File: src/rtl/lvds_pkg.sv
// Shared types and default constants for the LVDS receive path.
// The alignment FSM and its lock-loss filter both import this package.
package lvds_pkg;

  // Deserialization factor of the SERDES (bits per parallel word).
  localparam int LVDS_DATA_W = 10;

  // Training word that the transmitter sends while the link is being aligned.
  localparam logic [LVDS_DATA_W-1:0] LVDS_TRAIN_PATTERN = 10'h3E0;

  // States of the word-alignment / link supervisor.
  typedef enum logic [2:0] {
    IDLE   = 3'd0,
    SETTLE = 3'd1,
    CHECK  = 3'd2,
    SLIP   = 3'd3,
    LOCKED = 3'd4,
    FAIL   = 3'd5
  } align_state_t;

endpackage : lvds_pkg

File: src/rtl/lvds_rx_align_ctrl_lock_loss_filter.sv
// Lock-loss glitch filter.
// Counts consecutive cycles in which the lock indication is low while the
// filter is enabled. The loss output pulses for one cycle, on the cycle that
// completes LOSS_FILTER consecutive low samples. The counter then saturates
// so the pulse does not repeat until the lock comes back. A good lock sample
// or a disabled filter clears the count. The block is kept generic so the
// SERDES init controller can reuse it.
module lock_loss_filter #(
  parameter int LOSS_FILTER = 3
) (
  input  logic clk,
  input  logic reset,
  input  logic en,
  input  logic lock_ok,
  output logic loss
);

  localparam int CW = (LOSS_FILTER < 2) ? 1 : $clog2(LOSS_FILTER + 1);
  localparam logic [CW-1:0] CNT_MAX  = CW'(LOSS_FILTER);
  localparam logic [CW-1:0] CNT_LAST = CW'(LOSS_FILTER - 1);

  logic [CW-1:0] cnt_r;
  logic [CW-1:0] cnt_nxt_s;
  logic          loss_s;

  // Next value of the saturating bad-lock counter.
  always_comb begin
    cnt_nxt_s = cnt_r;
    if (!en || lock_ok) begin
      cnt_nxt_s = '0;
    end else if (cnt_r != CNT_MAX) begin
      cnt_nxt_s = cnt_r + CW'(1);
    end else begin
      cnt_nxt_s = cnt_r;
    end
  end

  // Loss fires on the sample that brings the count up to LOSS_FILTER.
  always_comb begin
    loss_s = 1'b0;
    if (en && !lock_ok && (cnt_r == CNT_LAST)) begin
      loss_s = 1'b1;
    end else begin
      loss_s = 1'b0;
    end
  end

  // Counter state register.
  always_ff @(posedge clk or posedge reset) begin
    if (reset) begin
      cnt_r <= '0;
    end else begin
      cnt_r <= cnt_nxt_s;
    end
  end

  assign loss = loss_s;

endmodule : lock_loss_filter

File: src/rtl/lvds_rx_align_ctrl.sv
// LVDS receiver word-alignment and link supervisor.
// After the SERDES init controller reports done and both PLL and DPA are
// locked, this block steps the SERDES bitslip until the deserialized word
// equals the training pattern for MATCH_COUNT consecutive cycles. Then it
// declares the link up. A sustained lock loss or an exhausted slip budget
// raises reinit_req so the init controller reruns its sequence.
// All outputs are registered from the current state. As a result, each
// output follows the state register by one clock.
module lvds_rx_align_ctrl
  import lvds_pkg::*;
#(
  parameter int                  DATA_W        = LVDS_DATA_W,
  parameter logic [DATA_W-1:0]   TRAIN_PATTERN = LVDS_TRAIN_PATTERN,
  parameter int                  SLIP_WAIT     = 4,
  parameter int                  MATCH_COUNT   = 8,
  parameter int                  LOSS_FILTER   = 3
) (
  input  logic                          clk,
  input  logic                          reset,
  input  logic                          init_done,
  input  logic                          rx_locked,
  input  logic                          rx_dpa_locked,
  input  logic [DATA_W-1:0]             rx_data,
  output logic                          rx_bitslip,
  output logic                          link_up,
  output logic                          reinit_req,
  output logic                          align_err,
  output logic [$clog2(DATA_W+1)-1:0]   slip_count
);

  localparam int SCW = $clog2(DATA_W + 1);
  localparam int WCW = (SLIP_WAIT < 2) ? 1 : $clog2(SLIP_WAIT + 1);
  localparam int MCW = (MATCH_COUNT < 2) ? 1 : $clog2(MATCH_COUNT + 1);

  localparam logic [WCW-1:0] WAIT_LAST  = WCW'(SLIP_WAIT - 1);
  localparam logic [MCW-1:0] MATCH_LAST = MCW'(MATCH_COUNT - 1);
  localparam logic [SCW-1:0] SLIP_MAX   = SCW'(DATA_W);

  align_state_t   state_r;
  align_state_t   state_nxt_s;
  logic [WCW-1:0] wait_r;
  logic [WCW-1:0] wait_nxt_s;
  logic [MCW-1:0] match_r;
  logic [MCW-1:0] match_nxt_s;
  logic [SCW-1:0] slip_cnt_r;
  logic [SCW-1:0] slip_nxt_s;

  logic lock_ok_s;
  logic filter_en_s;
  logic loss_s;
  logic pattern_hit_s;

  assign lock_ok_s     = rx_locked & rx_dpa_locked;
  assign filter_en_s   = (state_r != IDLE);
  assign pattern_hit_s = (rx_data == TRAIN_PATTERN);

  lock_loss_filter #(
    .LOSS_FILTER (LOSS_FILTER)
  ) u_loss_filter (
    .clk     (clk),
    .reset   (reset),
    .en      (filter_en_s),
    .lock_ok (lock_ok_s),
    .loss    (loss_s)
  );

  // Next-state and counter logic. A deassertion of init_done outside FAIL
  // aborts quietly to IDLE. This abort takes priority over a lock loss seen
  // in the same cycle.
  always_comb begin
    state_nxt_s = state_r;
    wait_nxt_s  = wait_r;
    match_nxt_s = match_r;
    slip_nxt_s  = slip_cnt_r;

    case (state_r)
      IDLE: begin
        slip_nxt_s  = '0;
        wait_nxt_s  = '0;
        match_nxt_s = '0;
        if (init_done && lock_ok_s) begin
          state_nxt_s = SETTLE;
        end else begin
          state_nxt_s = IDLE;
        end
      end

      SETTLE: begin
        if (!init_done) begin
          state_nxt_s = IDLE;
        end else if (loss_s) begin
          state_nxt_s = FAIL;
        end else if (wait_r == WAIT_LAST) begin
          state_nxt_s = CHECK;
          match_nxt_s = '0;
        end else begin
          wait_nxt_s = wait_r + WCW'(1);
        end
      end

      CHECK: begin
        if (!init_done) begin
          state_nxt_s = IDLE;
        end else if (loss_s) begin
          state_nxt_s = FAIL;
        end else if (pattern_hit_s) begin
          if (match_r == MATCH_LAST) begin
            state_nxt_s = LOCKED;
          end else begin
            match_nxt_s = match_r + MCW'(1);
          end
        end else begin
          match_nxt_s = '0;
          if (slip_cnt_r == SLIP_MAX) begin
            state_nxt_s = FAIL;
          end else begin
            state_nxt_s = SLIP;
          end
        end
      end

      SLIP: begin
        if (!init_done) begin
          state_nxt_s = IDLE;
        end else if (loss_s) begin
          state_nxt_s = FAIL;
        end else begin
          state_nxt_s = SETTLE;
          wait_nxt_s  = '0;
          if (slip_cnt_r != SLIP_MAX) begin
            slip_nxt_s = slip_cnt_r + SCW'(1);
          end else begin
            slip_nxt_s = slip_cnt_r;
          end
        end
      end

      LOCKED: begin
        if (!init_done) begin
          state_nxt_s = IDLE;
        end else if (loss_s) begin
          state_nxt_s = FAIL;
        end else begin
          state_nxt_s = LOCKED;
        end
      end

      FAIL: begin
        if (!init_done) begin
          state_nxt_s = IDLE;
        end else begin
          state_nxt_s = FAIL;
        end
      end

      default: begin
        state_nxt_s = IDLE;
        wait_nxt_s  = '0;
        match_nxt_s = '0;
        slip_nxt_s  = '0;
      end
    endcase
  end

  // State and counter registers.
  always_ff @(posedge clk or posedge reset) begin
    if (reset) begin
      state_r    <= IDLE;
      wait_r     <= '0;
      match_r    <= '0;
      slip_cnt_r <= '0;
    end else begin
      state_r    <= state_nxt_s;
      wait_r     <= wait_nxt_s;
      match_r    <= match_nxt_s;
      slip_cnt_r <= slip_nxt_s;
    end
  end

  // Registered outputs decoded from the current state. align_err is set in
  // FAIL, cleared in LOCKED, and holds otherwise.
  always_ff @(posedge clk or posedge reset) begin
    if (reset) begin
      rx_bitslip <= 1'b0;
      link_up    <= 1'b0;
      reinit_req <= 1'b0;
      align_err  <= 1'b0;
    end else begin
      rx_bitslip <= (state_r == SLIP);
      link_up    <= (state_r == LOCKED);
      reinit_req <= (state_r == FAIL);
      if (state_r == FAIL) begin
        align_err <= 1'b1;
      end else if (state_r == LOCKED) begin
        align_err <= 1'b0;
      end else begin
        align_err <= align_err;
      end
    end
  end

  assign slip_count = slip_cnt_r;

endmodule : lvds_rx_align_ctrl

File: config.mk
export PLATFORM = sky130hd
export DESIGN_NAME = lvds_rx_align_ctrl
export DESIGN_NICKNAME = d
export VERILOG_FILES = /design/src/rtl/lvds_pkg.sv /design/src/rtl/lvds_rx_align_ctrl_lock_loss_filter.sv /design/src/rtl/lvds_rx_align_ctrl.sv
export SDC_FILE = /design/constraint.sdc
export NUM_CORES = 1
export LEC_CHECK = 0
export CORE_ASPECT_RATIO = 1.75
export CORE_MARGIN = 3
export CORE_UTILIZATION = 30
export DETAILED_ROUTE_END_ITERATION = 8
export GPL_ROUTABILITY_DRIVEN = 1
export SLEW_MARGIN = 15
export SYNTH_ARGS = -nofsm -noshare
export SYNTH_HDL_FRONTEND = slang
export SYNTH_HIERARCHICAL = 1
export SYNTH_SLANG_ARGS = --single-unit
File: constraint.sdc
create_clock -name clk -period 6.1 [get_ports clk]
set_clock_uncertainty 0.1 [all_clocks]
set_input_delay 1.22 -clock clk [delete_from_list [all_inputs] [get_ports clk]]
set_output_delay 1.22 -clock clk [all_outputs]
set_load 0.01 [all_outputs]
==> qor.txt, run 1 <==
Worst Max-Slew Pin Slew -> 0.730 ns
final std cells w/o fill -> 219
yosys aoi share -> 0.165
Slew HR -> 0.513
pre-CTS setup slack -> 2.53 ns
status -> finished clean
synthesized instance count -> 151
Top Layout Cells -> clkdlybuf4s50_1, dfrtp_1, inv_1, nand2_1, nor2_1
Avg Cell Area, Syn -> 8.89 um2
Critical Path Stages -> 8
filler instances -> 436
met3 routed WL -> 74 um
PwrDens -> 160 mW/mm2
CP bufs+invs -> 1
well tap count -> 49
M1 WL -> 1210 um
Post-synth ARST share -> 1.00
# rows -> 31
I/O Pins -> 23
# diodes -> 0
Cell Count Post-Placement -> 215
flip-flops with a built-in enable -> 0
startpoint of the most critical setup path -> rx_locked
VDD IR max -> 0.0000908 V
number of global-route vias before repair -> 1145
Floorplan Utilization -> 0.318
area reported by Yosys stat -> 0.00134 mm2
H-tree lvl count -> 1
Final Slew Violations -> 0
Log Warnings -> 28
hold path cells -> 1
CP Data Arrival Time -> 3.36 ns
most instantiated cells after synthesis -> dfrtp_1, inv_1, nand2_1, nor2_1, o21ai_0
initial antenna violation count -> 0
main flop type -> dfrtp_1
Worst Reg-to-Reg Cells -> 8
Clock Network Area Fraction -> 0.0334
GR Layer Usage met1 -> 0.129
CTS max path bufs -> 2
post-CTS setup buffer count -> 0
CP Capture Point -> match_r[1]
r2r endpoint -> match_r[1]
first-pass GRT wire length -> 5190 um
Vias/cell -> 5.34
Hold EP -> wait_r[0]
DR WL met2 -> 1720 um
Final nets -> 193
# DRC -> 0
routability cong. -> 0.799
Mapped Area -> 0.00134 mm2
post-DP HPWL -> 2390 um
total wire length -> 3040 um
mi-comb count -> 112
Max-area cell class -> combinational gates
buffering overhead -> 0.133
Top Metal Used -> met4
drt pass-1 iters -> 4
PostCTS Resize Cnt -> 0
Synth mux share -> 0.0382
internal reg-to-reg setup slack -> 3.37 ns
1st-iter DRT viols -> 53
logic area -> 768 um2
Leak -> 0.713 nW
most common cell in the netlist -> dfrtp_1
Min Hold Slack -> 0.383 ns
logic share of the area -> 0.466
setup TNS -> 0 ns
Area leader share -> 0.373
cell taking the most area after synthesis -> dfrtp_1
==> run 1: through the flow <==
step	area [um2]	utilization	power [mW]
6_report	1650	0.390	0.265
5_1_grt	1650	0.390	0.280
4_1_cts	1650	0.390	0.269
3_5_place_dp	1600	0.377	0.167
3_3_place_gp	1600	0.377	0.167
2_1_floorplan	1340	-	0.154
==> run 1: flip-flops by register name (all words and copies together) (netlist names) <==
signal               flops
wait_r                   3
rx_bitslip               1
state_r                  3
reinit_req               1
u_loss_filter/cnt_r      2
align_err                1
match_r                  4
slip_count               4
link_up                  1
==> run 1: power by group <==
group          total (mW)  internal, mW  switching (mW)
Sequential          0.137         0.134         0.00330
Clock               0.100        0.0574          0.0430
Combinational      0.0272        0.0138          0.0134
Figure 1. Cells colored by class (run 1).
(4 px per um) Fill, decap, tap and diode cells in gray.
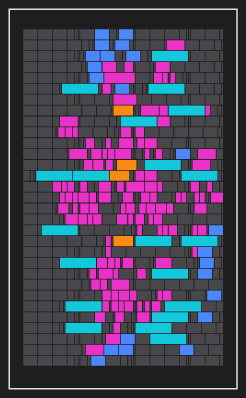
[orange] clock drivers and dummy loads | cells: 4 | share of their area: 3.5%
[magenta] remaining logic cells | cells: 124 | share of their area: 51%
[blue] remaining buffers and delay cells | cells: 22 | share of their area: 14%
[cyan] registers | cells: 20 | share of their area: 31%
final std cell area, no fill: 0.00165 mm2
core outline area: 0.00423 mm2
sequential share of cell area: 0.303

Figure 2. Clock routing (run 1).
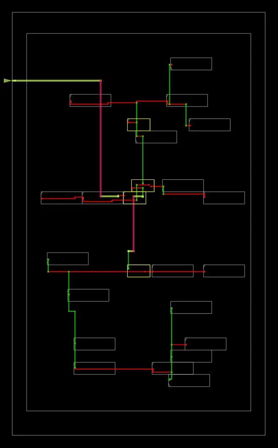
Clock Sink Count: 20
clk pwr: 100 uW
Num CTS Buffers: 3
Flops: 20
clk latency late pin: 0.26 ns

Figure 3. Pin map (run 1).
(4 px per um) Pins as bars across the die edge, other pins in gray.
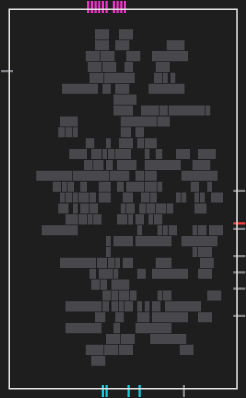
[magenta] rx_data | pins: 10 | direction: input | edge: north
[cyan] slip_count | pins: 4 | direction: output | edge: south
[red] rx_dpa_locked | pins: 1 | direction: input | edge: east
all pins by edge: 10 north, 7 east, 5 south, 1 west
# port buffers: 22
Die Height: 94.5 um
die span in x: 56.6 um

Figure 4. Clock distribution (run 1).
(8 px per um)
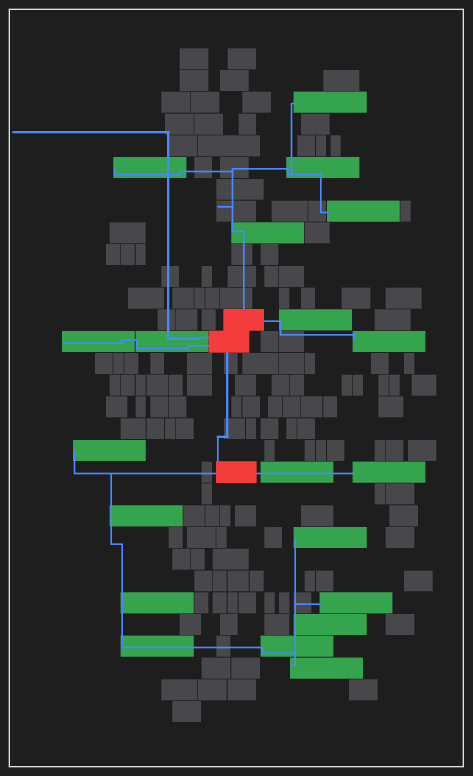

--- run 2 (diff from run 1) ---
==> constraint.sdc (replaced) <==
create_clock -name clk -period 2.78 [get_ports clk]
set_clock_uncertainty 0.1 [all_clocks]
set_input_delay 0.556 -clock clk [delete_from_list [all_inputs] [get_ports clk]]
set_output_delay 0.556 -clock clk [all_outputs]
set_load 0.01 [all_outputs]
Figure 5. Clock distribution (run 2).
(8 px per um)
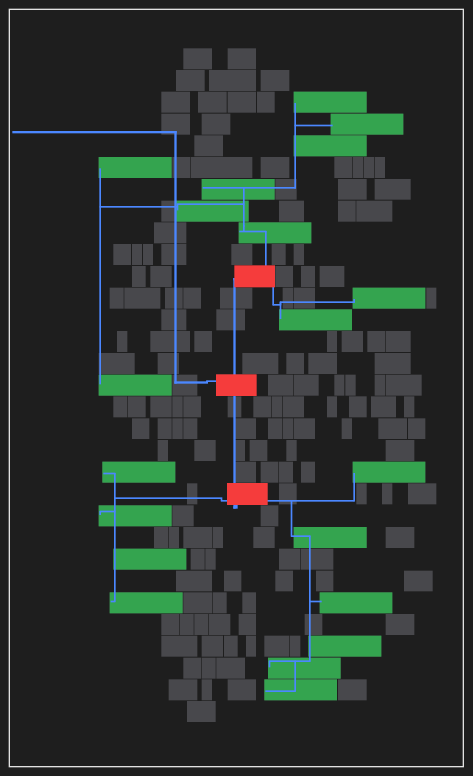
[red] clock-net drivers | count: 3
[green] flip-flops | count: 20
[blue] clock wires | length: 289 um
routed clock nets: 4
clock power share: 0.340
clk pwr: 188 uW

Figure 6. Pin map (run 2).
(4 px per um) Pins as bars across the die edge, other pins in gray.
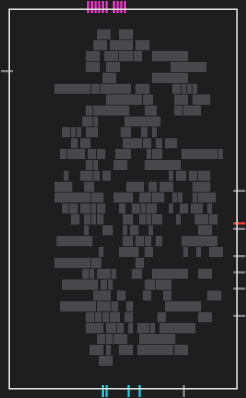
[magenta] rx_data | pins: 10 | direction: input | edge: north
[red] rx_dpa_locked | pins: 1 | direction: input | edge: east
[cyan] slip_count | pins: 4 | direction: output | edge: south

==> run 2 against run 1 <==
Setup slack lost 2.3 ns. Critical path depth grew 2. Cell count is 2.3% higher. Critical path type unchanged.
==> qor.txt, run 2 <==
Area leader share -> 0.373 (unchanged)
total power -> 553 uW (was 265 uW)
CTS max path bufs -> 2 (unchanged)
fin crit period -> 2.35 ns
H-tree lvl count -> 1 (unchanged)
Biggest consumer -> registers (unchanged)
1st-iter DRT viols -> 27 (was 53)
first-pass GRT wire length -> 5460 um (was 5190 um)
largest stage delay on the critical path -> 0.44 ns (was 0.43 ns)
Hold WC Path Type -> primary input to async pin (was flop to flop)
CP bufs+invs -> 3 (was 1)
CP Capture Type -> flop (unchanged)
Min Hold Slack -> 0.380 ns (was 0.383 ns)
sequential power share -> 0.536 (was 0.518)
sw power -> 129 uW (was 59.7 uW)
worst flop-to-flop path startpoint -> state_r[1] (was state_r[0])
Adders+Majority by Area -> 0.0652 (unchanged)
pre-CTS setup slack -> 0.170 ns (was 2.53 ns)
P&R area growth vs syn -> 25.3% (was 22.9%)
Die ar. -> 0.00535 mm2 (unchanged)
Pint -> 424 uW (was 205 uW)
Synth Seq Share -> 0.373 (unchanged)
Unique cell types -> 46 (unchanged)
WL/cell -> 14.2 um (was 13.9 um)
final std cells w/o fill -> 224 (was 219)
VDD IR max -> 0.000180 V (was 0.0000908 V)
Sequential Power -> 296 uW (was 137 uW)
Seq. cell area -> 500 um2 (unchanged)
Floorplan Utilization -> 0.318 (unchanged)
synthesized instance count -> 151 (unchanged)
Top Usage Layer GRT -> met2 (unchanged)
root buffer cell -> clkbuf_8 (unchanged)
xor+xnor area frac -> 0.00652 (unchanged)
grt total ovfl -> 0 (unchanged)
number of hold buffers added after cts -> 0 (unchanged)
clk latency late pin -> 0.26 ns (about the same)
post-CTS setup buffer count -> 0 (unchanged)
Final Slew Violations -> 0 (unchanged)
CP Data Arrival Time -> 2.38 ns (was 3.36 ns)
filler instances -> 440 (was 436)
crit path DRT -> 2.81 ns (was 6.14 ns)
Vias/cell -> 5.42 (was 5.34)
Warnings, synthesis -> 6 (unchanged)
Synth mux share -> 0.0382 (unchanged)
DR WL met2 -> 1810 um (was 1720 um)
core outline area -> 0.00423 mm2 (unchanged)
yosys aoi share -> 0.165 (unchanged)
status -> finished clean (unchanged)
most common cell in the netlist -> dfrtp_1 (unchanged)
PwrDens -> 329 mW/mm2 (was 160 mW/mm2)
Clock Sink Count -> 20 (unchanged)
Max-Cap Viols -> 0 (unchanged)
setup violators final -> 0 (unchanged)
Post-synth ARST share -> 1.00 (unchanged)
number of global-route vias before repair -> 1198 (was 1145)
P_comb -> 68.8 uW (was 27.2 uW)
initial antenna violation count -> 0 (unchanged)
setup TNS -> 0 ns (unchanged)
most instantiated cells after synthesis -> dfrtp_1, inv_1, nand2_1, nor2_1, o21ai_0 (unchanged)
routability cong. -> 0.813 (was 0.799)
All-Layer GR Usage -> 0.129 (was 0.120)
flops out of synthesis -> 20 (unchanged)
Final Hold Vio Count -> 0 (unchanged)
DRT antenna net count -> 0 (unchanged)
fraction of layout cells with a size suffix above 1 -> 0.109 (was 0.0824)
Setup crit start kind -> primary input (unchanged)
flip-flops with a built-in enable -> 0 (unchanged)
Logic pwr share -> 0.124 (was 0.103)
Worst Max-Slew Pin Slew -> 0.711 ns (was 0.730 ns)
# port buffers -> 22 (unchanged)
cell taking the most area after synthesis -> dfrtp_1 (unchanged)
switch share -> 0.232 (was 0.225)
Die Height -> 94.5 um (unchanged)
# diodes -> 0 (unchanged)
Avg Cell Area, Syn -> 8.89 um2 (unchanged)
post-DP HPWL -> 2530 um (was 2390 um)
Leak -> 0.737 nW (was 0.713 nW)
PostCTS Resize Cnt -> 0 (unchanged)
Yosys Instances -> 151 (unchanged)
final std cell area, no fill -> 0.00168 mm2 (was 0.00165 mm2)
main flop type -> dfrtp_1 (unchanged)
M1 WL -> 1210 um (about the same)
Mapped Area -> 0.00134 mm2 (unchanged)
Worst Slack Setup Final -> 0.430 ns (was 2.77 ns)
Top Layout Cells -> clkdlybuf4s50_1, dfrtp_1, inv_1, nand2_1, nor2_1 (unchanged)
I/O Pins -> 23 (unchanged)
# DRC -> 0 (unchanged)
comb area leader -> simple AND/OR/NAND/NOR gates (unchanged)
most frequent CP cell -> buf_4
cell chain of the critical path -> clkdlybuf4s50_1, and2_1, nand2b_1, nor2_1, buf_4, nor2b_1, buf_4, a31oi_1, o21ai_0, o31ai_1 (was clkdlybuf4s50_1, and2_1, nand2b_1, nor2_1, and4bb_2, or3_1, nand2_1, o21ai_1)
maximum number of pins on one net before global-route repair -> 21 (was 22)
cell family with most CP delay -> buffers and inverters (was simple AND/OR/NAND/NOR gates)
cycle use final -> 0.845
critical path type -> primary input to flop (unchanged)
dominant logic cell type in the layout -> clkdlybuf4s50_1 (unchanged)
fmax -> 426 MHz
clock-pin slew reported for the worst setup and hold paths after clock tree synthesis -> 0.07 ns (was 0.08 ns)
Crit Path Max Fanout -> 9 (was 10)
met3 routed WL -> 89 um (was 74 um)
Placed Area -> 0.00164 mm2 (was 0.00160 mm2)
Slew HR -> 0.525 (was 0.513)
GR Layer Usage met1 -> 0.130 (was 0.129)
area reported by Yosys stat -> 0.00134 mm2 (unchanged)
simple share -> 0.297 (unchanged)
GR Layer Usage met2 -> 0.257 (was 0.231)
RSZ-0062 raised after global routing -> false (unchanged)
largest cells by area after synthesis -> dfrtp_1, ha_1, inv_1, nand2_1, mux2i_1 (unchanged)
Top Metal Used -> met4 (unchanged)
CP max-delay cell -> clkdlybuf4s50_1 (was nor2_1)
logic area -> 768 um2 (unchanged)
CTS tree -> built (unchanged)
Final nets -> 199 (was 193)
Log Warnings -> 28 (unchanged)
drt pass-1 iters -> 4 (unchanged)
Num CTS Buffers -> 3 (unchanged)
startpoint of the most critical setup path -> rx_locked (unchanged)
met3 Use GR -> 0.0178 (was 0.0192)
Cell Count Post-Placement -> 221 (was 215)
via count -> 1214 (was 1170)
# rows -> 31 (unchanged)
total wire length -> 3170 um (was 3040 um)
Final Util -> 0.398 (was 0.390)
die span in x -> 56.6 um (unchanged)
Floorplan Nets -> 173 (unchanged)
## run 2: final timing paths
kind                                     endpoint  slack, ns  depth (start not counted)
max                                 slip_count[0]       0.43                         10
min                        u_loss_filter/cnt_r[0]       0.38                          2
max reg2reg                         slip_count[0]       0.57                         10
min reg2reg                             wait_r[0]       0.39                          1
max in group asynchronous               wait_r[0]       1.49                          2
min in group clk                        wait_r[0]       0.39                          1
## run 2: final cells by class
| class | instances | share of cell area |
|---|---|---|
| Timing Repair Buffer | 28 | 0.158 |
| Tap cell | 49 | 0.0365 |
| Inverter | 12 | 0.0268 |
| Multi-Input combinational cell | 112 | 0.457 |
| Clock buffer | 3 | 0.0246 |
| Sequential cell | 20 | 0.298 |
Power is estimated from default activity; no workload was simulated.
